==> config.mk <==
export PLATFORM = sky130hd
export DESIGN_NAME = tmds_decoder
export DESIGN_NICKNAME = d
export VERILOG_FILES = /design/src/rtl/tmds_decoder_pkg.sv /design/src/rtl/tmds_char_decode.sv /design/src/rtl/tmds_decoder.sv
export SDC_FILE = /design/constraint.sdc
export NUM_CORES = 1
export LEC_CHECK = 0
export ABC_AREA = 0
export CORE_ASPECT_RATIO = 0.6
export CORE_MARGIN = 10
export CORE_UTILIZATION = 55
export DETAILED_ROUTE_END_ITERATION = 10
export PLACE_DENSITY = 0.79
export SKIP_LAST_GASP = 1
export SYNTH_ARGS = -nofsm -noshare
export SYNTH_HDL_FRONTEND = slang
export SYNTH_SLANG_ARGS = --single-unit
==> constraint.sdc <==
create_clock -name clk_pix -period 12.1 [get_ports clk_pix]
set_input_delay 1.21 -clock clk_pix [delete_from_list [all_inputs] [get_ports clk_pix]]
set_output_delay 1.21 -clock clk_pix [all_outputs]
set_load 0.1 [all_outputs]
run_1/final_clocks.png
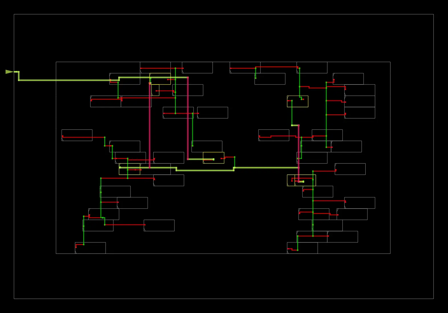
Clk Latency, worst-skew pair: 0.29 ns
clock buffer count: 5

run_1/pins.png
Pins as bars across the die edge, other pins in grey.
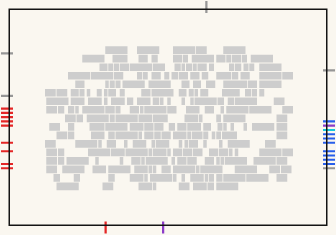
legend:
  cyan:
    port: de
    pins: 1
    direction: output
    edge: right
  red:
    port: tmds
    pins: 10
    direction: input
    edge: 9 left, 1 bottom
  purple:
    port: ctrl_out
    pins: 2
    direction: output
    edge: 1 right, 1 bottom
  blue:
    port: dout
    pins: 8
    direction: output
    edge: right
all pins by edge: 12 right, 11 left, 2 bottom, 1 top
die boundary width: 101 um
vertical die size: 68.6 um

run_1/registers.png
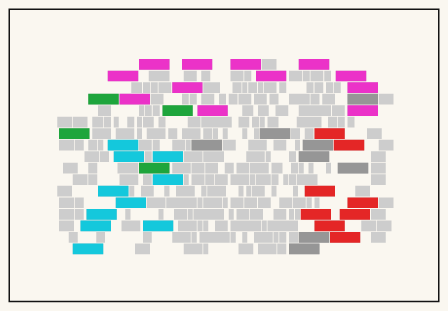
legend:
  cyan:
    name_in_the_netlist: w_q
    flops: 10
  green:
    name_in_the_netlist: run_q
    flops: 4
    where: middle left
  red:
    name_in_the_netlist: dout
    flops: 8
  magenta:
    name_in_the_netlist: cyc_q
    flops: 12
not coloured: 8
Final Util: 67.5%
power in sequential cells: 148 uW
FF/Latch Area: 841 sq um
flip-flop and latch share of the layout cell area: 33.5%

==> flow_metrics.env, run 1 <==
# physical design summary
export IMPL_status="finished, final reports clean"
export IMPL_fin_ws_ns=8.01
export IMPL_pin_count=26
export IMPL_max_slew_worst_pin_slew_ns=0.978
export IMPL_use_met2_pct=17.4
export IMPL_postCtsSetupBuffers=0
export IMPL_cp_max_fo=3
export IMPL_rows=17
export IMPL_final_cell_mix="dfxtp_1, inv_1, clkdlybuf4s50_1"
export IMPL_clock_sinks=42
export IMPL_layout_drive_gt1_share_pct=5.67
export IMPL_vdd_ir_drop_max_mv=0.0875
export IMPL_diodes=0
export IMPL_wl_per_cell_um=14.5
export IMPL_area_growth_syn_to_layout_pct=15.9
export IMPL_powerDensity_nw_per_um2=126
export IMPL_use_met1_pct=19.1
export IMPL_ctsHtreeMaxLevel=2
export IMPL_top_area_share_pct=38.8
export IMPL_n_fill_cell=289
export IMPL_finalSetupViolCount=0
export IMPL_arrival_ns=4.26
export IMPL_ys_flop_type="dfxtp_1"
export IMPL_final_antenna_net_count=0
export IMPL_synth_area_leader_cell="dfxtp_1"
export IMPL_rsz0062_at_grt="no"
export IMPL_cts_tree="done"
export IMPL_drc=0
export IMPL_place_congestion=0.845
export IMPL_critPathCaptureType="flip-flop"
export IMPL_grtUsageMet3_pct=4.86
export IMPL_cts_resized_gates=0
export IMPL_hold_ws_ns=0.480
export IMPL_synth_flop_count=42
export IMPL_yosysUniqueCellTypes=44
export IMPL_fin_tns_setup_ns=0
export IMPL_core_sq_um=3720
export IMPL_hold_class="flip-flop to flip-flop"
export IMPL_vias=1570
export IMPL_ys_seq_share_pct=38.8
export IMPL_layout_top_cell="dfxtp_1"
export IMPL_nets=285
export IMPL_worstPathRequired_ns=12.27
export IMPL_drt_pass1_iterations=6
export IMPL_min_period_ns=4.09
export IMPL_dp_hpwl_um=3400
export IMPL_clkTransAtPathRegs_ns=0.07
export IMPL_antenna_found_initial=0
export IMPL_topCellsByArea="dfxtp_1, ha_1, xor2_1"
export IMPL_p_leak_nw=1.03
export IMPL_r2r_worst_path_cells=13
export IMPL_grt_start_max_net_pins=20
export IMPL_vias_per_cell=5.34
export IMPL_ys_area_sq_um=2170
export IMPL_yosys_warnings=0
export IMPL_worst_setup_path_type="flip-flop to flip-flop"
export IMPL_postRouteWirelength_um=4260
export IMPL_grt_pass1_wl_um=7200
export IMPL_cts_buffers=5
export IMPL_port_buffers=25
export IMPL_finClkSkew_ns=0.00610
export IMPL_slew_headroom_pct=34.6
export IMPL_grt_pass1_vias=1480
export IMPL_syn_inst=221
export IMPL_netlist_area_sq_um=2170
export IMPL_fmax_mhz=245
export IMPL_dp_slack_ns=8.03
export IMPL_edf_count=0
export IMPL_worstHoldPathCells=1
export IMPL_regToRegSetupSlack_ns=8.01
export IMPL_clock_root_buffer="clkbuf_8"
export IMPL_grt_overflow_total=0
export IMPL_cap_violations=0
export IMPL_ys_cells=221
export IMPL_chipArea_sq_um=6930
export IMPL_async_flop_share_pct=0
export IMPL_synth_avg_cell_area_sq_um=9.81
export IMPL_ctsHoldBuffers=0
export IMPL_largest_reg_flops=12
export IMPL_syn_nets=259
export IMPL_warning_count=37
export IMPL_drtIter0Drc=166
export IMPL_post_route_period_util_pct=33.8
export IMPL_startpoint_type="flip-flop"
export IMPL_slew_viol_final=0
export IMPL_grt_use_total_pct=13.2
export IMPL_clockBufferDepth=2
export IMPL_fp_util_pct=58.2
export IMPL_hold_viol_final=0
export IMPL_grt_busiest_layer="met1"
## run 1: cell families after synthesis
group	count (synthesis)	synth area share [%]
and+or+nand+nor	63	17.3
DFF	42	38.8
AOI/OAI and AO/OA	33	10.6
buffers and inverters	32	6.47
adders and majority gates	26	16.7
xor gates and xnor gates	25	10.1
## run 1: power by group
part	internal (mW)	switching, mW	total, mW
Combinational	0.0332	0.0517	0.0848
Sequential	0.143	0.00470	0.148
Clock	0.0387	0.0454	0.0840
## run 1: layer usage
metal  part of all wire, %  vias to the layer above
li1                      -                      792
met1                    53                      710
met2                    36                       61
met3                   9.7                        7
met4                   1.2                        0
met5                     0                        -
## run 1: through the flow
step	cell area [sq um]	utilization (%)	instances	total power, mW
after global placement	2430	65.4	287	0.232
final	2510	67.5	294	0.317
after floorplan	2170	-	221	0.215
after CTS	2510	67.5	294	0.318
after global routing	2510	67.5	294	0.333
after detailed placement	2430	65.4	287	0.236
## run 1: worst max-delay path, cell delays in order (launching register included)
cell      delay [ns]
dfxtp_1         0.37
inv_1           0.06
ha_1            0.33
ha_1            0.33
fa_1            0.51
fa_1            0.54
inv_1           0.05
fa_1            0.52
inv_1           0.04
ha_1            0.20
fa_1            0.51
a221oi_1        0.28
o21ai_0         0.09
nor2b_1         0.12
## run 1: layout make-up
class	count	area (sq um)	area share, %
clock inverter	2	10.0	0.398
multi-input combinational	147	1190	47.2
timing repair buffer	25	250	9.96
tap	47	58.8	2.34
sequential	42	841	33.5
inverter	26	97.6	3.88
clock buffer	5	68.8	2.74
## run 1: cell usage after synthesis (2+ instances only)
cell,count
a21oi_1,13
and4_1,4
dfxtp_1,42
nand3_1,4
nor2b_1,12
inv_1,26
xor2_1,13
nand4_1,6
fa_1,5
xnor2_1,12
nand3b_1,2
buf_4,2
o21ai_0,4
a31oi_1,3
nor3_1,4
nor4_1,2
nand2_1,6
nor2_1,14
ha_1,21
nor3b_1,2
--- run 2 (diff from run 1) ---
--- a/config.mk
+++ b/config.mk
@@ -8,9 +8,9 @@
 export ABC_AREA = 0
 export CORE_ASPECT_RATIO = 0.6
 export CORE_MARGIN = 10
-export CORE_UTILIZATION = 55
+export CORE_UTILIZATION = 50
 export DETAILED_ROUTE_END_ITERATION = 10
-export PLACE_DENSITY = 0.79
+export PLACE_DENSITY = 0.76
 export SKIP_LAST_GASP = 1
 export SYNTH_ARGS = -nofsm -noshare
 export SYNTH_HDL_FRONTEND = slang
==> constraint.sdc (replaced) <==
create_clock -name clk_pix -period 3.4 [get_ports clk_pix]
set_input_delay 0.34 -clock clk_pix [delete_from_list [all_inputs] [get_ports clk_pix]]
set_output_delay 0.34 -clock clk_pix [all_outputs]
set_load 0.1 [all_outputs]
run_2/metal_stack.png
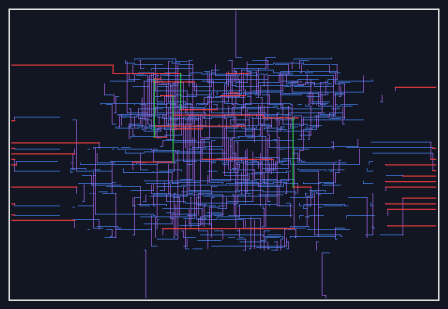
legend:
  green:
    layer: met4
    wire_length: 56.4 um
  red:
    layer: met3
    wire_length: 382 um
  purple:
    layer: met2
    wire_length: 1680 um
  blue:
    layer: met1
    wire_length: 2310 um
final WL: 4430 um
routed via count: 1583
Tot GR Track Use: 12.0%

run_2/registers.png
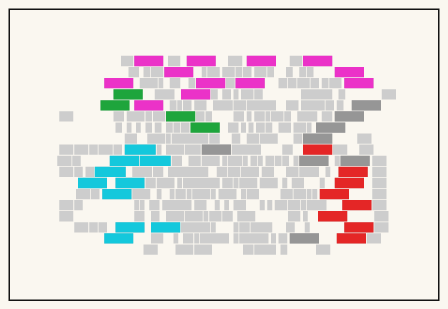
legend:
  magenta:
    name_in_the_netlist: cyc_q
    flops: 12
  green:
    name_in_the_netlist: run_q
    flops: 4
  cyan:
    name_in_the_netlist: w_q
    flops: 10
    where: middle left
  red:
    name_in_the_netlist: dout
    flops: 8
not coloured: 8
FF/Latch Area: 845 sq um
flip-flop and latch share of the layout cell area: 31.4%

==> run 2 against run 1 <==
Effect of this change:
- the flow now finishes with violations (negative setup slack)
- flip-flop count unchanged
- power increased to 3.8 times the previous value
- sequential share of layout area decreased by 2.0 points
- synthesized cell count unchanged
- design area increased by 6.9%
- sequential power increased to 3.5 times the previous value
- die size increased by 7.5%
- clock skew decreased by 0.00081 ns
- hold slack improved by 0.011 ns
- cell count increased by 8.5%
- fmax increased by 11%
- critical path type unchanged
- largest cell class unchanged
- largest power group unchanged
==> flow_metrics.env, run 2 <==
# physical design summary
export IMPL_wl_per_cell_um=13.9
export IMPL_drc=0
export IMPL_regToRegSetupSlack_ns=-0.27
export IMPL_status="finished with violations"
export IMPL_grt_overflow_total=0
export IMPL_fin_ws_ns=-0.272
export IMPL_synth_flop_count=42
export IMPL_seq_power_share_pct=43.7
export IMPL_hold_ws_ns=0.491
export IMPL_powerDensity_nw_per_um2=446
export IMPL_layout_top_cell="dfxtp_1"
export IMPL_drtIter0Drc=111
export IMPL_cp_slowest_cell="fa_1"
export IMPL_final_area_sq_um=2690
export IMPL_ys_flop_type="dfxtp_1"
export IMPL_cp_num_buf_inv=3
export IMPL_synth_avg_cell_area_sq_um=9.81
export IMPL_edf_count=0
export IMPL_grt_start_max_net_pins=20
export IMPL_fmax_mhz=272
export IMPL_cpMostUsedCell="fa_1"
export IMPL_chipArea_sq_um=7450
export IMPL_failed_checks="negative setup slack"
export IMPL_hold_class="flip-flop to flip-flop"
export IMPL_post_dp_cell_area_sq_um=2550
export IMPL_post_route_period_util_pct=108
export IMPL_worst_setup_path_type="flip-flop to flip-flop"
export IMPL_nets=298
export IMPL_rows=18
export IMPL_pin_count=26
export IMPL_clock_root_buffer="clkbuf_8"
export IMPL_post_place_cells=313
export IMPL_cap_violations=0
export IMPL_syn_inst=221
export IMPL_slew_headroom_pct=34.5
export IMPL_top_cells_by_count="dfxtp_1, inv_1, ha_1, nor2_1"
export IMPL_ys_seq_share_pct=38.8
export IMPL_startpoint_type="flip-flop"
export IMPL_final_antenna_net_count=0
export IMPL_worstPathCellList="inv_1 -> ha_4 -> ha_4 -> fa_1 -> fa_1 -> inv_1 -> fa_1 -> inv_1 -> ha_2 -> fa_1 -> a221oi_2 -> o21ai_1 -> nor2b_1"
export IMPL_pwr_share_comb_pct=30.6
export IMPL_cp_max_fo=2
export IMPL_grt_pass1_vias=1617
export IMPL_slew_viol_final=0
export IMPL_clockBufferDepth=2
export IMPL_clkLatencyLatePin_ns=0.29
export IMPL_synth_area_leader_cell="dfxtp_1"
export IMPL_ys_cells=221
export IMPL_area_growth_syn_to_layout_pct=24.0
export IMPL_cts_tree="done"
export IMPL_n_fill_cell=337
export IMPL_grt_pass1_wl_um=7390
export IMPL_max_slew_worst_pin_slew_ns=0.979
export IMPL_core_sq_um=4140
export IMPL_combGateArea_sq_um=1240
export IMPL_warning_count=40
export IMPL_fp_util_pct=52.3
export IMPL_ctsHoldBuffers=0
export IMPL_synthMostInstantiatedCell="dfxtp_1"
export IMPL_largest_reg_flops=12
export IMPL_power_frac_clock_pct=25.7
export IMPL_worstHoldPathCells=1
export IMPL_final_cell_mix="dfxtp_1, inv_1, clkdlybuf4s50_1"
export IMPL_dp_hpwl_um=3410
export IMPL_finalSetupViolCount=1
export IMPL_yosysUniqueCellTypes=44
export IMPL_rsz0062_at_grt="yes"
export IMPL_finClkSkew_ns=0.00529
export IMPL_top_area_share_pct=38.8
export IMPL_min_period_ns=3.67
export IMPL_hold_viol_final=0
export IMPL_critPathCaptureType="flip-flop"
run_2/pins.png
Pins as bars across the die edge, other pins in grey.
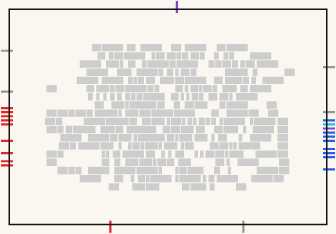
legend:
  purple:
    port: ctrl_out
    pins: 2
    direction: output
    edge: 1 right, 1 top
  cyan:
    port: de
    pins: 1
    direction: output
    edge: right
  red:
    port: tmds
    pins: 10
    direction: input
    edge: 9 left, 1 bottom
  blue:
    port: dout
    pins: 8
    direction: output
    edge: right
PortBufs: 25
die boundary width: 105 um
vertical die size: 71.0 um

-- run 2: cell counts after synthesis --
Identical to the previous run, type by type.
-- run 2: cell type report --
cell class | count | share of cell area [%]
timing repair buffer | 38 | 12.9
inverter | 26 | 3.63
tap | 60 | 2.79
sequential | 42 | 31.4
clock buffer | 6 | 3.07
multi-input combinational | 147 | 46.1
-- run 2: logic make-up (layout without fill, tap and decap cells) --
group           Yosys count  in the layout  synth area share (%)
fa+ha+maj                26             26                  16.7
xor+xnor                 25             25                  10.1
buf+inv                  32             70                  6.47
flops                    42             42                  38.8
compound gates           33             33                  10.6
simple gates             63             63                  17.3
-- run 2: per-layer routing --
metal,wire (um),up-vias,track usage [%]
met5,0,-,0
met4,56,0,4.24
met3,381,9,5.70
met2,1680,48,16.5
met1,2310,707,15.9
li1,-,819,-
-- run 2: what timing repair did --
action                                  4_1_cts  5_1_grt
endpoints found under the setup margin        1        1
pin swaps                                     4        4
resized                                       6        1
-- run 2: through the flow --
step	TNS [ns]	utilization, %	setup slack [ns]	power (mW)
6_report	-0.272	64.8	-0.272	1.20
4_1_cts	-0.306	64.8	-0.306	1.21
3_5_place_dp	-0.420	61.6	-0.420	0.875
5_1_grt	-0.410	64.8	-0.410	1.26
2_1_floorplan	-0.252	-	-0.252	0.764
3_3_place_gp	-0.274	61.6	-0.274	0.855
-- run 2: power by group through the flow --
stage / logic, mW / clock network [mW] / registers, mW
after detailed placement: 0.341 / 0 / 0.534
final: 0.366 / 0.308 / 0.524
after global routing: 0.407 / 0.327 / 0.525
after CTS: 0.369 / 0.315 / 0.523
after floorplan: 0.161 / 0 / 0.603
after global placement: 0.321 / 0 / 0.533
No activity file was given, so power comes from the tool's default toggle rates.
